### config.mk
export PLATFORM = sky130hd
export DESIGN_NAME = echo_queue_flat
export DESIGN_NICKNAME = d
export VERILOG_FILES = /design/src/rtl/echo_queue_pkg.sv /design/src/rtl/echo_queue_if.sv /design/src/rtl/echo_queue_fifo.sv /design/src/rtl/echo_queue.sv /design/src/flat_wrapper.sv
export SDC_FILE = /design/constraint.sdc
export NUM_CORES = 1
export LEC_CHECK = 0
export ABC_AREA = 1
export CELL_PAD_IN_SITES_DETAIL_PLACEMENT = 1
export CELL_PAD_IN_SITES_GLOBAL_PLACEMENT = 2
export CORE_AREA = 2 2 195 197
export DETAILED_ROUTE_END_ITERATION = 10
export DIE_AREA = 0 0 197 199
export GPL_TIMING_DRIVEN = 0
export PLACE_DENSITY_LB_ADDON = 0.1
export SETUP_SLACK_MARGIN = 0.05
export SYNTH_ARGS = -nofsm -noshare
export SYNTH_HDL_FRONTEND = slang
export SYNTH_HIERARCHICAL = 1
export SYNTH_SLANG_ARGS = --single-unit
### constraint.sdc
create_clock -name CLK -period 7.5 [get_ports CLK]
set_input_delay 1.5 -clock CLK [delete_from_list [all_inputs] [get_ports CLK]]
set_output_delay 1.5 -clock CLK [all_outputs]
set_load 0.03 [all_outputs]
### src/rtl/echo_queue_pkg.sv
// Shared types for the echo message queue: entry kind and the logical entry layout.
package echo_queue_pkg;

  typedef enum logic {
    KIND_SAY  = 1'b0,
    KIND_SAY2 = 1'b1
  } kind_e;

  // Payload sized for the widest supported DATA_W; queue slots keep the same
  // {kind, payload} field order but only store DATA_W payload bits.
  localparam int MAX_DATA_W = 64;

  typedef struct packed {
    kind_e                  kind;
    logic [MAX_DATA_W-1:0]  payload;
  } entry_t;

endpackage

### src/rtl/echo_queue_if.sv
// Method/indication bundle of echo_queue; slave is the queue side, master the caller side.
interface echo_queue_if #(
  parameter int DATA_W = 32,
  parameter int DEPTH  = 4,
  parameter int LED_W  = 8
);
  localparam int HALF_W = DATA_W / 2;
  localparam int OCC_W  = $clog2(DEPTH) + 1;

  logic              say__ENA;
  logic [DATA_W-1:0] say_v;
  logic              say__RDY;

  logic              say2__ENA;
  logic [HALF_W-1:0] say2_a;
  logic [HALF_W-1:0] say2_b;
  logic              say2__RDY;

  logic              setLeds__ENA;
  logic [LED_W-1:0]  setLeds_v;
  logic              setLeds__RDY;

  logic              heard__ENA;
  logic [DATA_W-1:0] heard_v;
  logic              heard__RDY;

  logic              heard2__ENA;
  logic [HALF_W-1:0] heard2_a;
  logic [HALF_W-1:0] heard2_b;
  logic              heard2__RDY;

  logic [LED_W-1:0]  leds;
  logic [OCC_W-1:0]  occupancy;

  modport slave (
    input  say__ENA, say_v, say2__ENA, say2_a, say2_b, setLeds__ENA, setLeds_v,
           heard__RDY, heard2__RDY,
    output say__RDY, say2__RDY, setLeds__RDY, heard__ENA, heard_v,
           heard2__ENA, heard2_a, heard2_b, leds, occupancy
  );

  modport master (
    output say__ENA, say_v, say2__ENA, say2_a, say2_b, setLeds__ENA, setLeds_v,
           heard__RDY, heard2__RDY,
    input  say__RDY, say2__RDY, setLeds__RDY, heard__ENA, heard_v,
           heard2__ENA, heard2_a, heard2_b, leds, occupancy
  );

endinterface

### src/rtl/echo_queue_fifo.sv
// Circular queue storage with two ordered write ports, one read port and occupancy.
module echo_fifo #(
  parameter int WIDTH = 33,
  parameter int DEPTH = 4
) (
  input  logic                       clk_i,
  input  logic                       rst_ni,
  input  logic                       wr0_en_i,
  input  logic [WIDTH-1:0]           wr0_data_i,
  input  logic                       wr1_en_i,
  input  logic [WIDTH-1:0]           wr1_data_i,
  input  logic                       rd_en_i,
  output logic [WIDTH-1:0]           rd_data_o,
  output logic [$clog2(DEPTH):0]     occupancy_o
);
  localparam int PTR_W = $clog2(DEPTH);
  localparam int OCC_W = PTR_W + 1;

  logic [WIDTH-1:0] mem_q [DEPTH];
  logic [PTR_W-1:0] wptr_q, wptr_d, rptr_q, rptr_d, wptr_nxt;
  logic [OCC_W-1:0] occ_q, occ_d;
  logic [1:0]       n_wr;

  // wr1 is only ever used together with wr0 and lands one slot after it.
  always_comb begin
    n_wr     = {1'b0, wr0_en_i} + {1'b0, wr1_en_i};
    wptr_nxt = wptr_q + PTR_W'(1);
    wptr_d   = wptr_q + PTR_W'(n_wr);
    rptr_d   = rptr_q + PTR_W'(rd_en_i);
    occ_d    = occ_q + OCC_W'(n_wr) - OCC_W'(rd_en_i);
  end

  always_ff @(posedge clk_i or negedge rst_ni) begin
    if (!rst_ni) begin
      wptr_q <= '0;
      rptr_q <= '0;
      occ_q  <= '0;
    end else begin
      wptr_q <= wptr_d;
      rptr_q <= rptr_d;
      occ_q  <= occ_d;
    end
  end

  always_ff @(posedge clk_i) begin
    if (wr0_en_i) mem_q[wptr_q]   <= wr0_data_i;
    if (wr1_en_i) mem_q[wptr_nxt] <= wr1_data_i;
  end

  assign rd_data_o   = mem_q[rptr_q];
  assign occupancy_o = occ_q;

endmodule

### src/rtl/echo_queue.sv
// Echo queue: say/say2 requests are queued and replayed as heard/heard2 indications; plus an LED register.
module echo_queue
  import echo_queue_pkg::*;
#(
  parameter int DATA_W = 32,
  parameter int DEPTH  = 4,
  parameter int LED_W  = 8
) (
  input  logic        CLK,
  input  logic        nRST,
  echo_queue_if.slave bus
);
  localparam int HALF_W = DATA_W / 2;
  localparam int OCC_W  = $clog2(DEPTH) + 1;
  localparam int SLOT_W = $bits(kind_e) + DATA_W;

  logic [OCC_W-1:0]  occ;
  logic [SLOT_W-1:0] wr0_data, wr1_data, head;
  logic              say_fire, say2_fire, set_fire, wr0_en, wr1_en, pop, has_head;
  kind_e             head_kind;
  logic [LED_W-1:0]  leds_q, leds_d;

  // Readiness depends on registered occupancy only, so a same-cycle pop never frees a slot.
  assign bus.say__RDY     = (occ < OCC_W'(DEPTH));
  assign bus.say2__RDY    = (occ < OCC_W'(DEPTH - 1));
  assign bus.setLeds__RDY = 1'b1;

  assign say_fire  = bus.say__ENA  & bus.say__RDY;
  assign say2_fire = bus.say2__ENA & bus.say2__RDY;
  assign set_fire  = bus.setLeds__ENA & bus.setLeds__RDY;

  always_comb begin
    wr0_en   = say_fire | say2_fire;
    wr1_en   = say_fire & say2_fire;
    wr1_data = {KIND_SAY2, bus.say2_a, bus.say2_b};
    wr0_data = say_fire ? {KIND_SAY, bus.say_v} : wr1_data;
  end

  echo_fifo #(
    .WIDTH (SLOT_W),
    .DEPTH (DEPTH)
  ) u_fifo (
    .clk_i       (CLK),
    .rst_ni      (nRST),
    .wr0_en_i    (wr0_en),
    .wr0_data_i  (wr0_data),
    .wr1_en_i    (wr1_en),
    .wr1_data_i  (wr1_data),
    .rd_en_i     (pop),
    .rd_data_o   (head),
    .occupancy_o (occ)
  );

  always_comb begin
    has_head        = (occ != '0);
    head_kind       = kind_e'(head[DATA_W]);
    bus.heard__ENA  = has_head && (head_kind == KIND_SAY)  && bus.heard__RDY;
    bus.heard2__ENA = has_head && (head_kind == KIND_SAY2) && bus.heard2__RDY;
    bus.heard_v     = bus.heard__ENA  ? head[DATA_W-1:0]      : '0;
    bus.heard2_a    = bus.heard2__ENA ? head[DATA_W-1:HALF_W] : '0;
    bus.heard2_b    = bus.heard2__ENA ? head[HALF_W-1:0]      : '0;
    pop             = bus.heard__ENA | bus.heard2__ENA;
  end

  always_comb begin
    leds_d = leds_q;
    if (set_fire) leds_d = bus.setLeds_v;
  end

  always_ff @(posedge CLK or negedge nRST) begin
    if (!nRST) leds_q <= '0;
    else       leds_q <= leds_d;
  end

  assign bus.leds      = leds_q;
  assign bus.occupancy = occ;

endmodule

### src/flat_wrapper.sv
// flat-port wrapper written by rule: the top's interface ports become plain ports
module echo_queue_flat import echo_queue_pkg::*;
#(
  parameter int DATA_W = 32,
  parameter int DEPTH  = 4,
  parameter int LED_W  = 8
)
  (CLK, nRST, bus_say__ENA, bus_say_v, bus_say2__ENA, bus_say2_a, bus_say2_b, bus_setLeds__ENA, bus_setLeds_v, bus_heard__RDY, bus_heard2__RDY, bus_say__RDY, bus_say2__RDY, bus_setLeds__RDY, bus_heard__ENA, bus_heard_v, bus_heard2__ENA, bus_heard2_a, bus_heard2_b, bus_leds, bus_occupancy);
  echo_queue_if #(.DATA_W(DATA_W), .DEPTH(DEPTH), .LED_W(LED_W)) bus_i ();
  input  logic CLK;
  input  logic nRST;
  input wire logic [$bits(bus_i.say__ENA)-1:0] bus_say__ENA;
  input wire logic [$bits(bus_i.say_v)-1:0] bus_say_v;
  input wire logic [$bits(bus_i.say2__ENA)-1:0] bus_say2__ENA;
  input wire logic [$bits(bus_i.say2_a)-1:0] bus_say2_a;
  input wire logic [$bits(bus_i.say2_b)-1:0] bus_say2_b;
  input wire logic [$bits(bus_i.setLeds__ENA)-1:0] bus_setLeds__ENA;
  input wire logic [$bits(bus_i.setLeds_v)-1:0] bus_setLeds_v;
  input wire logic [$bits(bus_i.heard__RDY)-1:0] bus_heard__RDY;
  input wire logic [$bits(bus_i.heard2__RDY)-1:0] bus_heard2__RDY;
  output wire logic [$bits(bus_i.say__RDY)-1:0] bus_say__RDY;
  output wire logic [$bits(bus_i.say2__RDY)-1:0] bus_say2__RDY;
  output wire logic [$bits(bus_i.setLeds__RDY)-1:0] bus_setLeds__RDY;
  output wire logic [$bits(bus_i.heard__ENA)-1:0] bus_heard__ENA;
  output wire logic [$bits(bus_i.heard_v)-1:0] bus_heard_v;
  output wire logic [$bits(bus_i.heard2__ENA)-1:0] bus_heard2__ENA;
  output wire logic [$bits(bus_i.heard2_a)-1:0] bus_heard2_a;
  output wire logic [$bits(bus_i.heard2_b)-1:0] bus_heard2_b;
  output wire logic [$bits(bus_i.leds)-1:0] bus_leds;
  output wire logic [$bits(bus_i.occupancy)-1:0] bus_occupancy;
  assign bus_i.say__ENA = bus_say__ENA;
  assign bus_i.say_v = bus_say_v;
  assign bus_i.say2__ENA = bus_say2__ENA;
  assign bus_i.say2_a = bus_say2_a;
  assign bus_i.say2_b = bus_say2_b;
  assign bus_i.setLeds__ENA = bus_setLeds__ENA;
  assign bus_i.setLeds_v = bus_setLeds_v;
  assign bus_i.heard__RDY = bus_heard__RDY;
  assign bus_i.heard2__RDY = bus_heard2__RDY;
  assign bus_say__RDY = bus_i.say__RDY;
  assign bus_say2__RDY = bus_i.say2__RDY;
  assign bus_setLeds__RDY = bus_i.setLeds__RDY;
  assign bus_heard__ENA = bus_i.heard__ENA;
  assign bus_heard_v = bus_i.heard_v;
  assign bus_heard2__ENA = bus_i.heard2__ENA;
  assign bus_heard2_a = bus_i.heard2_a;
  assign bus_heard2_b = bus_i.heard2_b;
  assign bus_leds = bus_i.leds;
  assign bus_occupancy = bus_i.occupancy;
  echo_queue #(.DATA_W(DATA_W), .DEPTH(DEPTH), .LED_W(LED_W)) u_core (.CLK(CLK), .nRST(nRST), .bus(bus_i));
endmodule
layers.png
Two of the layers only.
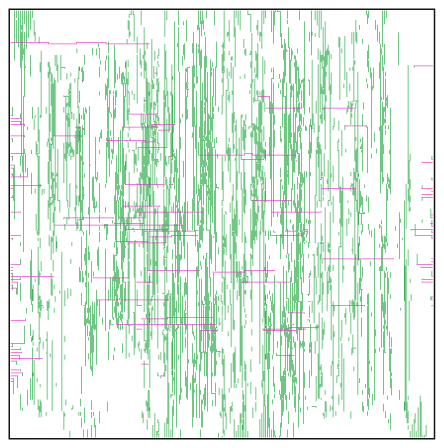
- green: M2 (wire length 18,600 um)
- magenta: M3 (wire length 1,200 um)

port_trees.png
Scale bar: 50 um.
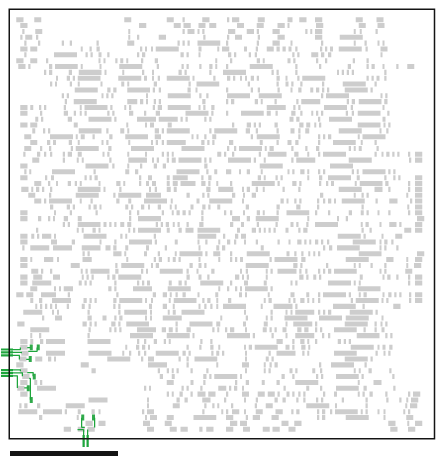
- green: bus_setLeds_v (direction input; end cells 8; buffers 8; wire 81.2 um)
I/O pins: 159
PortBufs: 156

m1.png
Scale bar: 50 um. Supply wires on this layer in gray. Cells faint in the background.
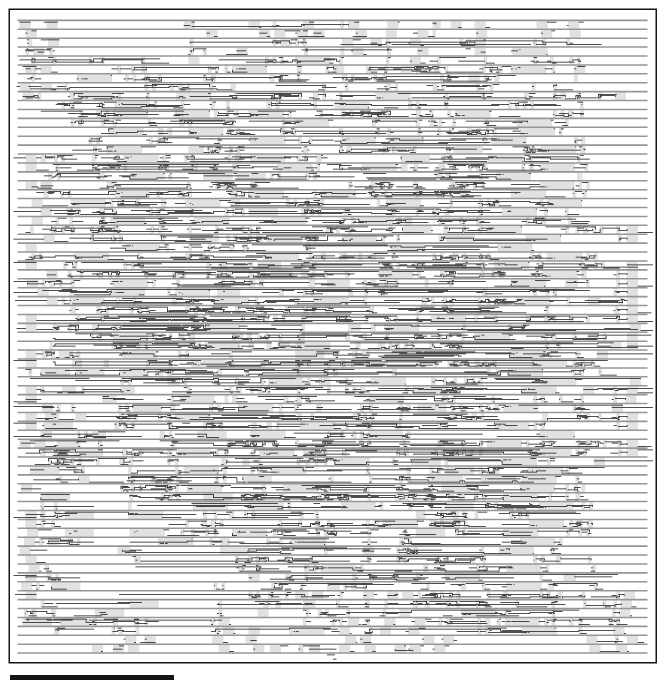
- wire length on this layer: 18,300 um
- nets with wire on the layer: 1,431
- share of all routed wire: 47%
- longest straight run: 143 um
via count: 8,846
GR Util met1: 0.273
final WL: 38,600 um

congestion_map.png
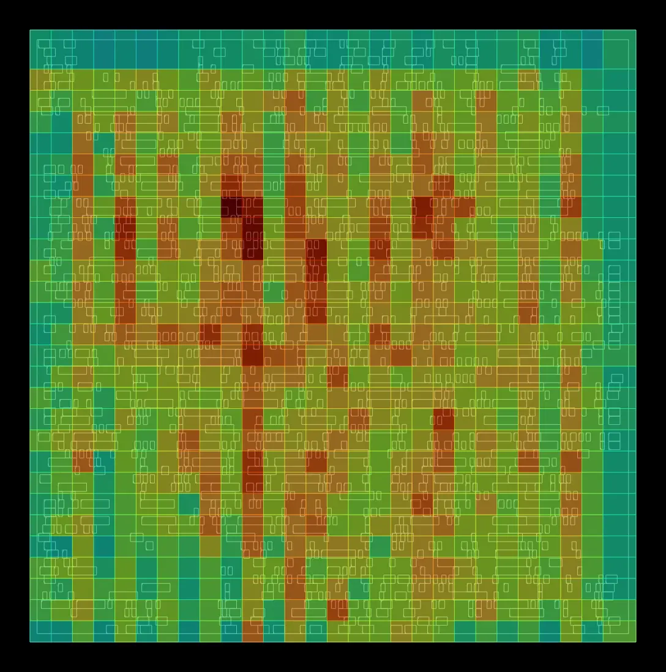
GRT busiest layer: met2
Avg WL per Cell: 19.9 um
GR Layer Usage met2: 0.350
final core occ: 0.324

==> flow_metrics.tcl <==
# implementation run metrics
set metrics [dict create \
    status "completed" \
    die_h_um 199 \
    dr_wl_met2_um 18600 \
    p_comb_mw 2.78 \
    drt-pass1-iter-count 5 \
    endpoint_kind "output port" \
    largest_register "u_core/u_fifo/mem_q" \
    crit_cells 11 \
    die_w_um 197 \
    placed_area_um2 11400 \
    crit_type "flop to output port" \
    top_cell_area_share 0.432 \
    cts-resized-gates 0 \
    holdWs_ns 0.529 \
    drc 0 \
    p_seq_frac 0.261 \
    clkSlewWorstSetupHoldPaths_ns 0.07 \
    worstPathArrival_ns 3.34 \
    htree_levels 4 \
    netSwitchingFraction 0.482 \
    postCtsSetupRepairBufs 0 \
    layout-drive-gt1-share 0.0703 \
    slew_headroom 0.447 \
    mux_area_frac 0 \
    fillCellCount 4548 \
    fp_util 0.247 \
    ys_sh_adder 0.0104 \
    dp_cells 1908 \
    nClkBuffers 22 \
    pg_seq_mw 1.29 \
    vias_per_cell 4.56 \
    syn_to_final_growth_pct 31.0 \
    seq_share 0.361 \
    dominant_cells "sequential cells" \
    buffer_area_frac 0.172 \
    logic_gates 820 \
    tns_ns 0 \
    taps 474 \
    post-route-min-period_ns 4.84 \
    power_per_cell_area_nw_per_um2 412 \
    r2r_cells 9 \
    maxCapViolCount 0 \
    hp-start "u_core/bus.leds[7]" \
    switchingPower_mw 2.39 \
    yosys.area_share.aoi 0.0229 \
    synth_cell_types 25 \
    cts_tree "done" \
    synthArstFlopShare 0.102 \
    syn_inst 1270 \
    worst_slew_pin_slew_ns 0.830 \
    ys_area_um2 9180 \
    pg_clk_mw 0.881 \
    chip_area_um2 39200 \
    top_power_group "combinational logic" \
    ir_drop_v 0.000198 \
    p_total_mw 4.96 \
    warning_count 26 \
    num-nets-final 1539 \
    inverters 224 \
    rsz0062_at_grt "no" \
    postCtsHoldBufs 0 \
    critical_path.startpoint "u_core/u_fifo/rptr_q[0]" \
    wl_met1_um 18300 \
    finalClockPeriodUsage 0.645 \
    ys_sh_simple 0.354 \
    hold_violations 0 \
    clockBufferDepth 2 \
    buffers 243 \
    max_freq_mhz 207 \
    crit_path_top_delay_cell "clkdlybuf4s50_1" \
    post-dp-hpwl_um 27000 \
    xor_area_frac 0.000954 \
    hp-class "flop to flop" \
    core_area_um2 37100 \
    route.met3.wl_um 1200 \
    cell_internal_pwr_mw 2.57 \
    finClkSkew_ns 0.0106 \
    ys_top_logic_family "simple AND/OR/NAND/NOR gates" \
    top_layer "met4" \
    most_common_cell "nand2_1" \
    report.final.slew_viol_count 0 \
    r2r-start "u_core/u_fifo/occupancy_o[2]" \
    ys.flops 147 \
    finalInstanceArea_um2 12000 \
    setup_ws_ns 2.66 \
]
